run_1/class_map.png
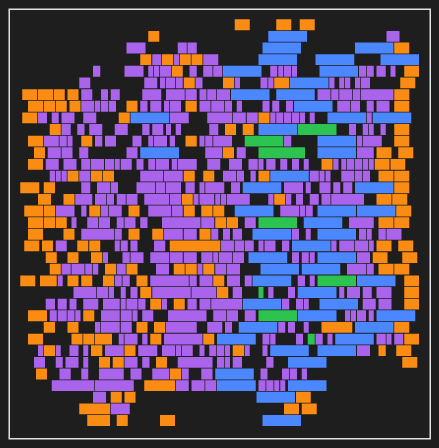
run_1/util_map.png
The die is cut into 10 by 10 equal tiles; black is low, pale yellow is high, 0 to 100% covered.
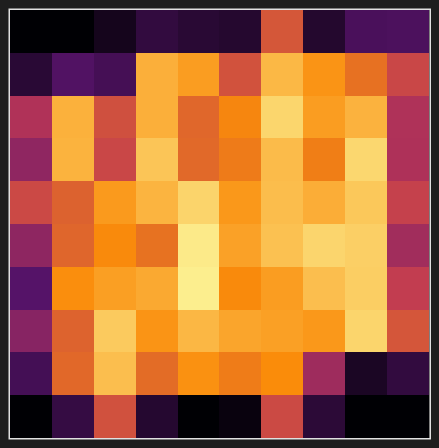
run_1/ff_map.png
Other sequential cells in the stronger gray, the rest of the logic in the fainter gray.
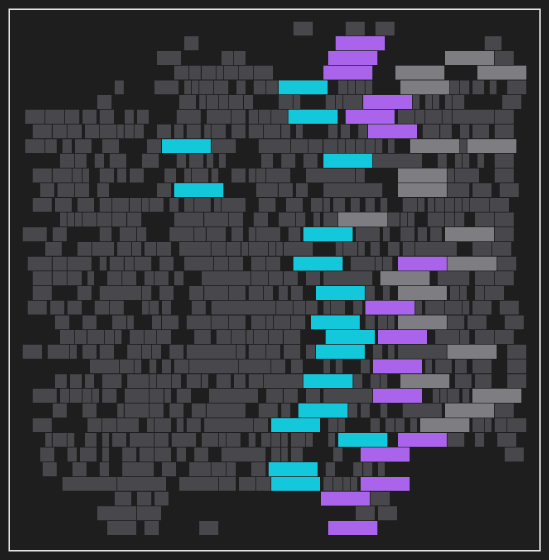
[config.mk]
export PLATFORM = sky130hd
export DESIGN_NAME = offset_adjust_pipe_flat
export DESIGN_NICKNAME = d
export VERILOG_FILES = /design/src/rtl/offset_adjust_pipe_if.sv /design/src/rtl/offset_adjust_pipe.sv /design/src/flat_wrapper.sv
export SDC_FILE = /design/constraint.sdc
export NUM_CORES = 1
export LEC_CHECK = 0
export CAP_MARGIN = 20
export CORE_AREA = 2 2 96 98
export CTS_BUF_LIST = sky130_fd_sc_hd__clkbuf_16
export DETAILED_ROUTE_END_ITERATION = 10
export DIE_AREA = 0 0 98 100
export PLACE_DENSITY = 0.78
export SETUP_SLACK_MARGIN = 0.02
export SLEW_MARGIN = 20
export SYNTH_ARGS = -nofsm -noshare
export SYNTH_HDL_FRONTEND = slang
export SYNTH_SLANG_ARGS = --single-unit
[constraint.sdc]
create_clock -name clk -period 2.2 [get_ports clk]
set_input_delay 0.33 -clock clk [delete_from_list [all_inputs] [get_ports clk]]
set_output_delay 0.33 -clock clk [all_outputs]
set_load 0.01 [all_outputs]
[src/rtl/offset_adjust_pipe_if.sv]
// Operand/result stream bundle for the offset-adjust pipe.
// master = producer/consumer side (testbench or neighbours), slave = the pipe.
interface offset_adjust_pipe_if #(
  parameter int WIDTH = 16
);
  logic             in_valid;
  logic             in_ready;
  logic [WIDTH-1:0] in_data;
  logic [1:0]       in_mode;
  logic             out_valid;
  logic             out_ready;
  logic [WIDTH-1:0] out_data;
  logic             out_sat;

  modport master (
    output in_valid, in_data, in_mode, out_ready,
    input  in_ready, out_valid, out_data, out_sat
  );

  modport slave (
    input  in_valid, in_data, in_mode, out_ready,
    output in_ready, out_valid, out_data, out_sat
  );
endinterface

[src/rtl/offset_adjust_pipe.sv]
// Two-stage offset-adjust unit (x+K, K-1-x, K-x, x-K) with optional clamping,
// valid/ready flow control and a saturating count of clamped results.
module offset_adjust_pipe #(
  parameter int WIDTH    = 16,
  parameter int OFFSET_K = 2,
  parameter bit SATURATE = 1'b1,
  parameter int CNT_W    = 16
) (
  input  logic                  clk,
  input  logic                  rst_n,
  offset_adjust_pipe_if.slave   bus,
  input  logic                  sat_clr,
  output logic [CNT_W-1:0]      sat_cnt
);

  localparam int EW = WIDTH + 2;
  localparam logic signed [EW-1:0] K_EXT = EW'(OFFSET_K);
  localparam logic signed [EW-1:0] K_M1  = EW'(OFFSET_K - 1);

  logic signed [EW-1:0] x_ext;
  logic signed [EW-1:0] sum_d;
  logic signed [EW-1:0] s1_sum;
  logic                 s1_valid;
  logic                 s2_valid;
  logic [WIDTH-1:0]     s2_data;
  logic                 s2_sat;
  logic                 s1_load;
  logic                 s2_load;
  logic [WIDTH-1:0]     res_d;
  logic                 sat_d;

  assign x_ext = EW'($signed(bus.in_data));

  always_comb begin
    sum_d = '0;
    unique case (bus.in_mode)
      2'b00:   sum_d = x_ext + K_EXT;
      2'b01:   sum_d = K_M1 - x_ext;
      2'b10:   sum_d = K_EXT - x_ext;
      default: sum_d = x_ext - K_EXT;
    endcase
  end

  // S2 frees up when it is empty or draining; S1 follows S2.
  assign s2_load     = !s2_valid || bus.out_ready;
  assign s1_load     = !s1_valid || s2_load;
  assign bus.in_ready = s1_load;

  always_ff @(posedge clk or negedge rst_n) begin
    if (!rst_n) begin
      s1_valid <= 1'b0;
      s1_sum   <= '0;
    end else if (s1_load) begin
      s1_valid <= bus.in_valid;
      if (bus.in_valid) s1_sum <= sum_d;
    end
  end

  generate
    if (SATURATE) begin : g_sat
      logic [2:0] top;
      assign top = s1_sum[EW-1:WIDTH-1];
      // The exact sum fits in WIDTH bits only when its top three bits agree.
      always_comb begin
        res_d = s1_sum[WIDTH-1:0];
        sat_d = 1'b0;
        if (top != 3'b000 && top != 3'b111) begin
          sat_d = 1'b1;
          res_d = s1_sum[EW-1] ? {1'b1, {(WIDTH-1){1'b0}}} : {1'b0, {(WIDTH-1){1'b1}}};
        end
      end
    end else begin : g_wrap
      always_comb begin
        res_d = s1_sum[WIDTH-1:0];
        sat_d = 1'b0;
      end
    end
  endgenerate

  always_ff @(posedge clk or negedge rst_n) begin
    if (!rst_n) begin
      s2_valid <= 1'b0;
      s2_data  <= '0;
      s2_sat   <= 1'b0;
    end else if (s2_load) begin
      s2_valid <= s1_valid;
      if (s1_valid) begin
        s2_data <= res_d;
        s2_sat  <= sat_d;
      end
    end
  end

  assign bus.out_valid = s2_valid;
  assign bus.out_data  = s2_data;
  assign bus.out_sat   = s2_sat;

  always_ff @(posedge clk or negedge rst_n) begin
    if (!rst_n) begin
      sat_cnt <= '0;
    end else if (sat_clr) begin
      sat_cnt <= '0;
    end else if (s2_valid && bus.out_ready && s2_sat && (sat_cnt != {CNT_W{1'b1}})) begin
      sat_cnt <= sat_cnt + 1'b1;
    end
  end

endmodule

[src/flat_wrapper.sv]
// flat-port wrapper written by rule: the top's interface ports become plain ports
module offset_adjust_pipe_flat 
#(
  parameter int WIDTH    = 16,
  parameter int OFFSET_K = 2,
  parameter bit SATURATE = 1'b1,
  parameter int CNT_W    = 16
)
  (clk, rst_n, sat_clr, sat_cnt, bus_in_valid, bus_in_data, bus_in_mode, bus_out_ready, bus_in_ready, bus_out_valid, bus_out_data, bus_out_sat);
  offset_adjust_pipe_if #(.WIDTH(WIDTH)) bus_i ();
  input  logic clk;
  input  logic rst_n;
  input  logic sat_clr;
  output logic [CNT_W-1:0] sat_cnt;
  input wire logic [$bits(bus_i.in_valid)-1:0] bus_in_valid;
  input wire logic [$bits(bus_i.in_data)-1:0] bus_in_data;
  input wire logic [$bits(bus_i.in_mode)-1:0] bus_in_mode;
  input wire logic [$bits(bus_i.out_ready)-1:0] bus_out_ready;
  output wire logic [$bits(bus_i.in_ready)-1:0] bus_in_ready;
  output wire logic [$bits(bus_i.out_valid)-1:0] bus_out_valid;
  output wire logic [$bits(bus_i.out_data)-1:0] bus_out_data;
  output wire logic [$bits(bus_i.out_sat)-1:0] bus_out_sat;
  assign bus_i.in_valid = bus_in_valid;
  assign bus_i.in_data = bus_in_data;
  assign bus_i.in_mode = bus_in_mode;
  assign bus_i.out_ready = bus_out_ready;
  assign bus_in_ready = bus_i.in_ready;
  assign bus_out_valid = bus_i.out_valid;
  assign bus_out_data = bus_i.out_data;
  assign bus_out_sat = bus_i.out_sat;
  offset_adjust_pipe #(.WIDTH(WIDTH), .OFFSET_K(OFFSET_K), .SATURATE(SATURATE), .CNT_W(CNT_W)) u_core (.clk(clk), .rst_n(rst_n), .bus(bus_i), .sat_clr(sat_clr), .sat_cnt(sat_cnt));
endmodule
==> tab_implementation.tex, run 1 <==
% Auto-generated results table
\begin{tabular}{lr}
\hline
Metric & Value \\
\hline
\multicolumn{2}{l}{\textbf{Cells and area}} \\
Fill cell instance count of the final layout & 744 \\
Inserted Diodes & 0 \\
Combinational gate area & approximately 2700 um2 \\
Ratio of cells with drive above 1 in the final layout & 0.260 \\
Layout Area Growth over Synthesis & 48.4\% \\
Final \#Nets & around 660 \\
\multicolumn{2}{l}{\textbf{Drt}} \\
Aggregate routed wire length & $\sim$12 mm \\
Total iterations of the first detailed-routing run & 4 \\
Final routed DRC violation total & 0 \\
Violation count after the first detailed-routing iteration & around 160 \\
Vias per cell & 5.68 \\
Vias post-DR & a little over 4000 \\
Routed WL per cell & roughly 16 um \\
Antenna violation net count after detailed routing & 0 \\
\multicolumn{2}{l}{\textbf{Placed design}} \\
Placer's final routability congestion estimate & between 0.9 and 1 \\
Worst slack at placement & -0.758 ns \\
Count of buffers from port buffering & approximately 57 \\
Half-perimeter wire length of the detailed placement result & 8.72 mm \\
Dpl cell area & approximately 5300 um2 \\
\multicolumn{2}{l}{\textbf{Clock network}} \\
CTS tree & done \\
Cts bufs inserted & 5 \\
Clock root buffer master & clkbuf\_16 \\
Worst-case clock buffer depth & 2 \\
Number of clock sinks & between 50 and 60 \\
\multicolumn{2}{l}{\textbf{Yosys}} \\
Total number of yosys warnings & 0 \\
Number of flip-flops and latches in the synthesized netlist & between 50 and 60 \\
Distinct cell type count after synthesis & 62 \\
Summed standard-cell area reported by yosys & between 3000 and 4000 um2 \\
Per-instance average area after synthesis & just over 8 um2 \\
Sequential fraction of the synthesis area & 0.335 \\
Nets at Floorplan & around 520 \\
Library cell with the largest summed area after synthesis & dfrtp\_1 \\
Synth Cell Area & roughly 3900 um2 \\
Most common cell in the synthesized netlist & dfrtp\_1 \\
Flip-flop cell with the highest count after synthesis & dfrtp\_1 \\
Proportion of synthesized flip-flops having asynchronous set or reset & 1.00 \\
Synth area leaders & dfrtp\_1 (34\%), ha\_1 (8.1\%), o21ai\_0 (5.7\%) \\
Yosys top cell area share & 0.335 \\
Synth Instances & approximately 470 \\
\multicolumn{2}{l}{\textbf{Floorplanning}} \\
Overall die height & roughly 100 um \\
Number of top-level design ports & between 50 and 60 \\
Horizontal die size & 98 um \\
Die Area & 9800 um2 \\
\multicolumn{2}{l}{\textbf{Critical path}} \\
Reg-to-reg slack, setup & $\sim$0.26 ns \\
Slowest cell on the critical path & or4\_1 \\
Arr. time, crit path & 2.39 ns \\
Crit-path most repeated cell & buf\_12 \\
Max stage delay on crit path & $\sim$0.46 ns \\
Critical-path cell list & buf\_12 > inv\_12 > ha\_4 > clkinvlp\_4 > buf\_12 > fa\_2 > a211oi\_4 > o21ai\_2 > nand3\_2 > a21oi\_2 > or4\_1 > nand3\_1 \\
Critical setup path kind & input pin to register \\
Crit end category & register \\
Data required time of the worst path & approximately 2.4 ns \\
\multicolumn{2}{l}{\textbf{Final timing}} \\
Number of failing hold endpoints at the final stage & 0 \\
Final cycle utilization of the critical path & 0.985 \\
Worst hold slack & between 0.4 and 0.5 ns \\
F\_max & 0.461 GHz \\
Count of pins over their slew limit & 0 \\
RSZ-0062 raised after global routing & yes \\
Worst slew margin relative to its limit & 0.608 \\
TNS Setup & 0 ns \\
Transition time at the pin with the least slew margin & 0.588 ns \\
Setup skew after layout & $\sim$0.0055 ns \\
\multicolumn{2}{l}{\textbf{Flow run}} \\
Log Warnings & 34 \\
Max-cap viol count & 0 \\
\multicolumn{2}{l}{\textbf{Pwr}} \\
Power per Cell Area & roughly 630 nW/um2 \\
Pwr Total & 3.61 mW \\
Leakage & about 2.4 nW \\
Maximum resistive drop on vdd & a little under 0.4 mV \\
\multicolumn{2}{l}{\textbf{Status}} \\
Run status & completed \\
\multicolumn{2}{l}{\textbf{GRT}} \\
Number of antenna violations at the first check in global routing & 0 \\
Maximum number of pins on one net before global-route repair & about 40 \\
Residual overflow from global routing & 0 \\
\hline
\end{tabular}
## Picture notes: class_map.png
- green: clock drivers and dummy loads (cells 8)
- purple: remaining logic cells (cells 393)
- orange: remaining buffers and delay cells (cells 154)
- blue: registers (cells 52)
Core Area: 8890 um2
flip-flop and latch share of the layout cell area: 0.226
final std cell area, no fill: 5760 um2
share of the core filled with cells: 0.648
floorplan row count: 35

## Picture notes: util_map.png
- mean over tiles: 57%
- tiles over 75% full: 41%
- densest ninth of the die: middle
- fullest tile: 96%
- emptiest ninth of the die: top left
- nearly empty tiles: 6.0%

## Picture notes: ff_map.png
- cyan: `u_core.s1_sum` (placed flops 17)
- purple: `u_core.bus.out_data` (placed flops 16)
seq pwr: 1.31 mW
Flop area: 1300 um2

run 1: report_power, final:
group          internal, mW  leakage [nW]  switching, mW
registers              1.16         0.663          0.147
clock network         0.530        0.0850          0.322
logic                 0.747          1.68          0.710
total                  2.44          2.42           1.18
run 1: what timing repair did:
| action | 4_1_cts | 5_1_grt |
|---|---|---|
| resized | 18 | 42 |
| endpoints found under the setup margin | 12 | 13 |
| endpoints found under the hold margin | 13 | 0 |
| pin swaps | 7 | 29 |
| hold buffers | 1 | 0 |
| setup buffers | 1 | 5 |
| gates cloned | 1 | 0 |
run 1: worst paths after layout:
kind / startpoint / end / cells past startpoint
min reg2reg: u_core.bus.out_data[2]$_DFFE_PN0P_ / u_core.bus.out_data[2]$_DFFE_PN0P_ / 2
max: bus_in_mode[1] / u_core.s1_sum[13]$_DFFE_PN0P_ / 12
min: u_core.bus.out_data[2]$_DFFE_PN0P_ / u_core.bus.out_data[2]$_DFFE_PN0P_ / 2
max in group asynchronous: rst_n / u_core.sat_cnt[9]$_DFFE_PN0P_ / 3
min in group asynchronous: rst_n / u_core.s1_sum[3]$_DFFE_PN0P_ / 2
max reg2reg: u_core.sat_cnt[7]$_DFFE_PN0P_ / u_core.sat_cnt[3]$_DFFE_PN0P_ / 6
run 1: layer usage:
metal  global-route usage  routed length [um]
met3               0.0258                 512
met2                0.425                5850
met4               0.0534                 193
met1                0.292                4980
met5                    0                   0
run 1: kinds of logic after synthesis:
kind of cell | Yosys count | synth area share
AND-OR/OR-AND | 162 | 0.265
XOR/XNOR | 21 | 0.0474
adder cells (fa/ha/maj) | 26 | 0.0858
buffers and inverters | 37 | 0.0364
flip-flops | 52 | 0.335
multiplexers | 3 | 0.00806
AND/OR/NAND/NOR | 166 | 0.222
run 1: metrics by stage:
step	util	cells
6_report	0.648	718
5_1_grt	0.648	718
4_1_cts	0.623	713
3_5_place_dp	0.596	702
3_3_place_gp	0.596	702
2_1_floorplan	-	467
run 1: layout by cell type, fill, tap and decap left out, types with 11 or more instances in the layout:
cell type,instances
buf_4,91
inv_1,13
o21ai_0,39
nor2_1,38
nand2b_1,15
dfrtp_1,52
a21o_1,12
clkdlybuf4s50_1,50
xor2_1,11
ha_1,18
nand2_1,49
a21oi_1,34
run 1: cell type report:
| cell class | instances | area share |
|---|---|---|
| Clock buffer | 5 | 0.0217 |
| Clock inverter | 3 | 0.00673 |
| Inverter | 15 | 0.0135 |
| Multi-Input combinational cell | 378 | 0.469 |
| Sequential cell | 52 | 0.226 |
| Tap cell | 111 | 0.0241 |
| Timing Repair Buffer | 154 | 0.239 |
run 1: flip-flops by register name, indices dropped and copies added, names as in the netlist:
name                  cells
u_core.sat_cnt           16
u_core.bus.out_data      16
u_core.s1_sum            17
u_core.bus.out_valid      1
u_core.bus.out_sat        1
u_core.s1_valid           1
run 1: critical path: cells and delay by family:
family	cells	cell delay, ns
AOI/OAI and AO/OA	3	0.48
adders and majority gates	2	0.51
buffers and inverters	4	0.42
and+or+nand+nor	3	0.64
run_1/congestion_map.png
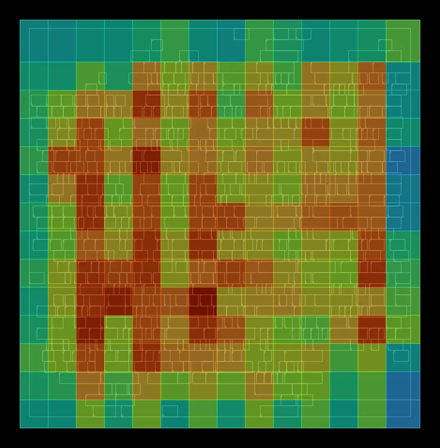

## Run 2: what changed since run 1
--- a/config.mk
+++ b/config.mk
@@ -6,11 +6,11 @@
 export NUM_CORES = 1
 export LEC_CHECK = 0
 export CAP_MARGIN = 20
-export CORE_AREA = 2 2 96 98
+export CORE_AREA = 2 2 87 89
 export CTS_BUF_LIST = sky130_fd_sc_hd__clkbuf_16
 export DETAILED_ROUTE_END_ITERATION = 10
-export DIE_AREA = 0 0 98 100
-export PLACE_DENSITY = 0.78
+export DIE_AREA = 0 0 89 91
+export PLACE_DENSITY = 0.9
 export SETUP_SLACK_MARGIN = 0.02
 export SLEW_MARGIN = 20
 export SYNTH_ARGS = -nofsm -noshare
==> constraint.sdc (replaced) <==
create_clock -name clk -period 2.3 [get_ports clk]
set_input_delay 0.345 -clock clk [delete_from_list [all_inputs] [get_ports clk]]
set_output_delay 0.345 -clock clk [all_outputs]
set_load 0.01 [all_outputs]
run_2/congestion_map.png
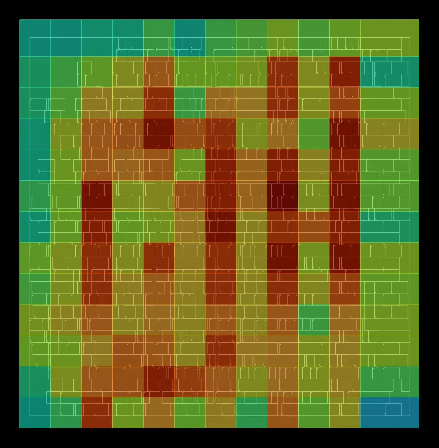
met2 Resource Use GR: 0.549
met3 track utilization from global routing: 0.0345
share of the core filled with cells: 0.793

run_2/util_map.png
The die is cut into 9 by 9 equal tiles; black is low, pale yellow is high, 0 to 100% covered.
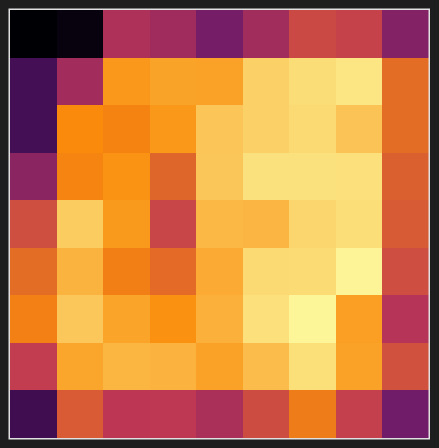
- fullest tile: 98%
- tiles over 75% full: 51%
- nearly empty tiles: 1.2%
- emptiest ninth of the die: top left
- mean over tiles: 68%

==> run 2 against run 1 <==
  * Sequential cell count is the same
  * Clock skew about the same
  * Synthesized area unchanged
  * Count of clock-buffer cells in the layout did not move
  * Die size is 17% lower
  * Utilization up 15 points
  * Global-route usage increased by 7.1 points
  * Critical path depth unchanged
  * Non-clock buffer count rose by 1
  * Critical endpoint is now u_core.s1_sum[12]$_DFFE_PN0P_
  * Largest cell class unchanged
==> tab_implementation.tex, run 2 <==
% Auto-generated results table
\begin{tabular}{lr}
\hline
Metric & Value \\
\hline
\multicolumn{2}{l}{\textbf{Final timing}} \\
Number of failing hold endpoints at the final stage & 0 \\
TNS Setup & 0 ns \\
Final cycle utilization of the critical path & 0.964 \\
Worst slew margin relative to its limit & 0.600 \\
Setup skew after layout & slightly above 0.005 ns \\
\multicolumn{2}{l}{\textbf{Floorplanning}} \\
Overall die height & 91 um \\
Die Area & just over 8000 um2 \\
Core Area & slightly above 7000 um2 \\
\multicolumn{2}{l}{\textbf{Critical path}} \\
Crit-path most repeated cell & ha\_4 \\
Startpoint of the worst-slack reg-to-reg timing path & u\_core.sat\_cnt[0]\$\_DFFE\_PN0P\_ \\
Data required time of the worst path & $\sim$2.5 ns \\
Reg-to-reg slack, setup & around 0.27 ns \\
Cell type group with the largest total delay on the critical path & AND-OR/OR-AND gates \\
Max stage delay on crit path & 0.37 ns \\
Number of buffer and inverter instances along the worst setup path & 4 \\
\multicolumn{2}{l}{\textbf{Cells and area}} \\
Ratio of cells with drive above 1 in the final layout & 0.250 \\
Inserted Diodes & 0 \\
Commonest cells after routing, fill and taps aside & buf\_4 (92), dfrtp\_1 (52), clkdlybuf4s50\_1 (51) \\
\multicolumn{2}{l}{\textbf{Placed design}} \\
Count of buffers from port buffering & $\sim$57 \\
\multicolumn{2}{l}{\textbf{Flow run}} \\
Max-cap viol count & 0 \\
Log Warnings & 34 \\
\multicolumn{2}{l}{\textbf{Pwr}} \\
Maximum resistive drop on vdd & 0.363 mV \\
\multicolumn{2}{l}{\textbf{Clock network}} \\
CTS hold repair buffers & 0 \\
Number of clock sinks & approximately 52 \\
Worst-case clock buffer depth & 2 \\
\multicolumn{2}{l}{\textbf{GRT}} \\
Maximum number of pins on one net before global-route repair & 29 \\
Number of antenna violations at the first check in global routing & 0 \\
\multicolumn{2}{l}{\textbf{Yosys}} \\
Summed standard-cell area reported by yosys & 3880 um2 \\
Synth area leaders & dfrtp\_1 (34\%), ha\_1 (8.1\%), o21ai\_0 (5.7\%) \\
Sequential fraction of the synthesis area & 0.335 \\
Nets at Floorplan & 516 \\
Proportion of synthesized flip-flops having asynchronous set or reset & 1.00 \\
Most common cell in the synthesized netlist & dfrtp\_1 \\
Synth Cell Area & about 3900 um2 \\
Library cell with the largest summed area after synthesis & dfrtp\_1 \\
\multicolumn{2}{l}{\textbf{Drt}} \\
Routed WL per cell & 17.2 um \\
Vias per cell & about 6 \\
Aggregate routed wire length & 12.2 mm \\
Antenna violation net count after detailed routing & 0 \\
Final routed DRC violation total & 0 \\
\multicolumn{2}{l}{\textbf{Status}} \\
Run status & completed \\
\hline
\end{tabular}
[run 2: metrics by stage]
stage / instance area, um2 / std cells / hold slack (ns) / power [mW]
after floorplan: 3970 / 467 / 0.0494 / 1.89
final: 5660 / 707 / 0.0567 / 3.39
after CTS: 5560 / 704 / 0.0728 / 3.36
after detailed placement: 5300 / 693 / 0.377 / 2.60
after global placement: 5300 / 693 / 0.369 / 2.54
after global routing: 5660 / 707 / 0.106 / 3.58
[run 2: power by group]
| part | switching (mW) | internal [mW] |
|---|---|---|
| clock network | 0.321 | 0.401 |
| logic | 0.711 | 0.710 |
| registers | 0.136 | 1.11 |
[run 2: how the worst max path moves through the flow]
stage / end / slack (ns) / cells after the start
after CTS: u_core.s1_sum[8]$_DFFE_PN0P_ / 0.05 / 8
after global placement: u_core.s1_sum[15]$_DFFE_PN0P_ / -0.77 / 12
after global routing: u_core.s1_sum[10]$_DFFE_PN0P_ / -0.04 / 11
final: u_core.s1_sum[12]$_DFFE_PN0P_ / 0.08 / 12
after detailed placement: u_core.s1_sum[15]$_DFFE_PN0P_ / -0.86 / 12
after floorplan: u_core.s1_sum[13]$_DFFE_PN0P_ / -0.08 / 10
[run 2: final cells by class]
cell class / count / area [um2]
sequential: 52 / 1300
timing repair buffer: 155 / 1360
multi-input combinational: 378 / 2660
clock inverter: 3 / 20.0
tap: 99 / 124
fill: 498 / 1470
inverter: 15 / 77.6
clock buffer: 5 / 125
[run 2: metal layers]
| metal | track usage | part of all wire | up-vias |
|---|---|---|---|
| met3 | 0.0345 | 0.055 | 30 |
| met1 | 0.372 | 0.39 | 2027 |
| met2 | 0.549 | 0.53 | 177 |
| met5 | 0 | 0 | - |
| met4 | 0.0796 | 0.022 | 0 |
| li1 | - | - | 1989 |
[run 2: kinds of logic after synthesis]
group                      Yosys count  share of synthesized area
xor gates and xnor gates            21                     0.0474
buffers and inverters               37                     0.0364
AOI/OAI and AO/OA                  162                      0.265
DFF                                 52                      0.335
muxes                                3                    0.00806
and+or+nand+nor                    166                      0.222
adders and majority gates           26                     0.0858
[run 2: repair_timing]
action / 4_1_cts / 5_1_grt
pin swaps: 9 / 11
resized: 30 / 21
setup endpoints to repair: 13 / 9
cloned: 1 / 0
setup buffers: 2 / 3
hold endpoints to repair: 0 / 0
run_2/sizing.png
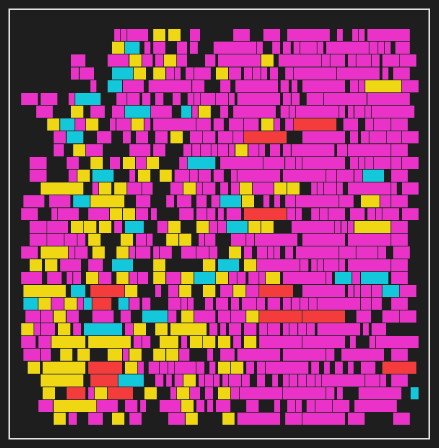

## Run 3: what changed since run 2
--- a/config.mk
+++ b/config.mk
@@ -6,11 +6,12 @@
 export NUM_CORES = 1
 export LEC_CHECK = 0
 export CAP_MARGIN = 20
-export CORE_AREA = 2 2 87 89
+export CORE_AREA = 2 2 79 99
 export CTS_BUF_LIST = sky130_fd_sc_hd__clkbuf_16
 export DETAILED_ROUTE_END_ITERATION = 10
-export DIE_AREA = 0 0 89 91
-export PLACE_DENSITY = 0.9
+export DIE_AREA = 0 0 81 101
+export GPL_ROUTABILITY_DRIVEN = 0
+export PLACE_DENSITY = 0.89
 export SETUP_SLACK_MARGIN = 0.02
 export SLEW_MARGIN = 20
 export SYNTH_ARGS = -nofsm -noshare
==> constraint.sdc (replaced) <==
create_clock -name clk -period 2.3 [get_ports clk]
set_input_delay 0.69 -clock clk [delete_from_list [all_inputs] [get_ports clk]]
set_output_delay 0.69 -clock clk [all_outputs]
set_load 0.01 [all_outputs]
run_3/sizing.png
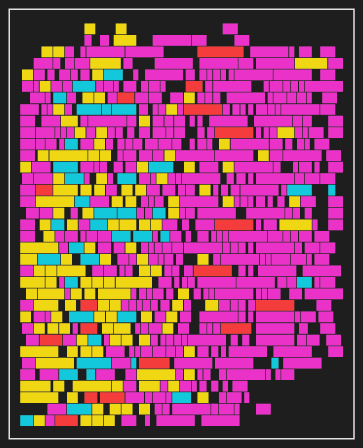
- magenta: x1 and smaller (cells 434)
- red: x6 and larger (cells 17)
- cyan: x2 (cells 38)
- yellow: x3 and x4 (cells 130)
Buffers excl. clock: 166
fin worst setup slack: -0.422 ns
final std cell area, no fill: 5910 um2
Layout Area Growth over Synthesis: 52.2%

==> run 3 against run 2 <==
  * Combinational power increased by 6%
  * Highest routed layer unchanged
  * Worst hold slack better by 0.22 ns
  * The run now ends with setup timing left
  * Largest cell class unchanged
  * Via count increased by 8.5%
  * Largest power group unchanged
==> tab_implementation.tex, run 3 <==
% Auto-generated results table
\begin{tabular}{lr}
\hline
Metric & Value \\
\hline
\multicolumn{2}{l}{\textbf{Pwr}} \\
Leakage & 2.47 nW \\
Power per Cell Area & just over 600 nW/um2 \\
Maximum resistive drop on vdd & about 0.37 mV \\
Part of the total power dissipated in sequential elements & 0.347 \\
Switching power & 1.22 mW \\
Pwr Total & approximately 3.6 mW \\
Switching portion of total power & 0.340 \\
\multicolumn{2}{l}{\textbf{Final timing}} \\
F\_max & 0.367 GHz \\
Fin worst setup slack & -0.422 ns \\
Final cycle utilization of the critical path & 1.18 \\
RSZ-0062 raised after global routing & yes \\
Final count of negative-setup-slack endpoints & 13 \\
Count of pins over their slew limit & 0 \\
Worst slew margin relative to its limit & 0.598 \\
Transition time at the pin with the least slew margin & approximately 0.60 ns \\
Number of failing hold endpoints at the final stage & 0 \\
Setup skew after layout & between 0.005 and 0.006 ns \\
\multicolumn{2}{l}{\textbf{Floorplanning}} \\
Horizontal die size & around 81 um \\
Floorplan row count & 35 \\
Number of top-level design ports & roughly 58 \\
Overall die height & between 100 and 150 um \\
Die Area & roughly 8200 um2 \\
\multicolumn{2}{l}{\textbf{Yosys}} \\
Proportion of synthesized flip-flops having asynchronous set or reset & 1.00 \\
Synth Instances & 467 \\
Synth Cell Area & 3880 um2 \\
Yosys top cell area share & 0.335 \\
Nets at Floorplan & slightly above 500 \\
\multicolumn{2}{l}{\textbf{Cells and area}} \\
Final \#Nets & 667 \\
Largest reg by FF count & u\_core.s1\_sum \\
Ratio of cells with drive above 1 in the final layout & 0.299 \\
Max FFs per register & 17 \\
Inserted Diodes & 0 \\
\multicolumn{2}{l}{\textbf{Placed design}} \\
Count of buffers from port buffering & between 50 and 60 \\
Half-perimeter wire length of the detailed placement result & between 8 and 9 mm \\
Dpl cell area & 5320 um2 \\
\multicolumn{2}{l}{\textbf{Critical path}} \\
Slowest cell on the critical path & a211oi\_4 \\
Crit-path most repeated cell & ha\_4 \\
Critical-path cell list & buf\_12 > inv\_12 > ha\_4 > clkinvlp\_4 > buf\_8 > ha\_4 > nand4b\_1 > a211oi\_4 > o41ai\_2 > buf\_4 > o22a\_1 > nand3\_1 \\
Crit path launch & bus\_in\_mode[1] \\
Critical setup path kind & input pin to register \\
Data required time of the worst path & 2.53 ns \\
\multicolumn{2}{l}{\textbf{Clock network}} \\
Worst-case clock buffer depth & 2 \\
Number of clock sinks & between 50 and 60 \\
CTS tree & done \\
CTS hold repair buffers & 0 \\
Clock root buffer master & clkbuf\_16 \\
Cts bufs inserted & 5 \\
\multicolumn{2}{l}{\textbf{Drt}} \\
Vias post-DR & approximately 4600 \\
Final routed DRC violation total & 0 \\
Aggregate routed wire length & $\sim$14 mm \\
Vias per cell & roughly 6.4 \\
\multicolumn{2}{l}{\textbf{GRT}} \\
Number of antenna violations at the first check in global routing & 0 \\
Residual overflow from global routing & 0 \\
Maximum number of pins on one net before global-route repair & 42 \\
\multicolumn{2}{l}{\textbf{Status}} \\
Failing checks & setup timing \\
Run status & finished, violations left \\
\hline
\end{tabular}
run_3/util_map.png
The die is cut into 8 by 10 equal tiles; black is low, pale yellow is high, 0 to 100% covered.
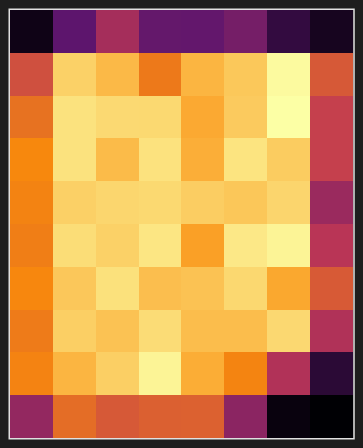
- emptiest ninth of the die: bottom right
- tiles over 75% full: 56%
- fullest tile: 100%
- mean over tiles: 71%
- nearly empty tiles: 1.3%
FP Core Util: 0.534
Core Area: 7270 um2

-- run 3: cell counts after synthesis --
No cell type changed its count.
-- run 3: layout make-up --
| class | instances | area, um2 |
|---|---|---|
| multi-input cells | 378 | 2820 |
| repair buffers | 166 | 1430 |
| fillers | 420 | 1360 |
| flip-flops and latches | 52 | 1300 |
| clock buffers | 5 | 125 |
| well taps | 92 | 115 |
| inverters | 15 | 77.6 |
| clock inverters | 3 | 42.5 |
-- run 3: worst paths after layout --
kind | end | slack [ns] | depth (start not counted)
setup / recovery | u_core.s1_sum[12]$_DFFE_PN0P_ | -0.42 | 12
hold / removal | u_core.bus.out_data[1]$_DFFE_PN0P_ | 0.28 | 1
setup reg to reg | u_core.sat_cnt[3]$_DFFE_PN0P_ | 0.11 | 6
hold reg to reg | u_core.bus.out_data[1]$_DFFE_PN0P_ | 0.48 | 2
max in group asynchronous | u_core.s1_sum[7]$_DFFE_PN0P_ | 1.53 | 2
min in group clk | u_core.bus.out_data[1]$_DFFE_PN0P_ | 0.48 | 2
-- run 3: worst max-delay path, delay by kind of cell --
kind                     cells  cell delay [ns]
AND-OR/OR-AND                3             0.73
buffers and inverters        5             0.67
adder cells (fa/ha/maj)      2             0.45
AND/OR/NAND/NOR              2             0.40
-- run 3: metrics by stage --
stage,setup TNS (ns),util,instances,setup slack [ns]
2_1_floorplan,-3.25,-,467,-0.423
6_report,-3.80,0.812,711,-0.422
4_1_cts,-1.39,0.782,704,-0.202
3_3_place_gp,-12.55,0.731,689,-1.07
5_1_grt,-4.34,0.812,711,-0.449
3_5_place_dp,-14.13,0.731,689,-1.13
-- run 3: cells by family after synthesis --
| logic type | synth area share |
|---|---|
| multiplexers | 0.00806 |
| flip-flops | 0.335 |
| AND-OR/OR-AND | 0.265 |
| XOR/XNOR | 0.0474 |
| adder cells (fa/ha/maj) | 0.0858 |
| buffers and inverters | 0.0364 |
| AND/OR/NAND/NOR | 0.222 |
-- run 3: metal layers --
layer | share of wire | global-route usage | vias up
li1 | - | - | 2021
met1 | 0.36 | 0.336 | 2145
met2 | 0.51 | 0.569 | 336
met3 | 0.081 | 0.0412 | 82
met4 | 0.056 | 0.183 | 0
met5 | 0 | 0 | -
-- run 3: what timing repair did --
action / 4_1_cts / 5_1_grt
setup endpoints to repair: 16 / 14
gates resized: 56 / 30
cloned: 0 / 0
pin swaps: 19 / 26
setup buffers: 7 / 8
-- run 3: power by group through the flow --
stage	combinational (mW)	clock (mW)	sequential [mW]
finish	1.51	0.832	1.25
global route	1.64	0.882	1.27
CTS	1.39	0.838	1.24
detailed placement	1.33	0	1.26
global placement	1.28	0	1.25
floorplan	0.610	0	1.29
Power and IR drop assume default switching activity.
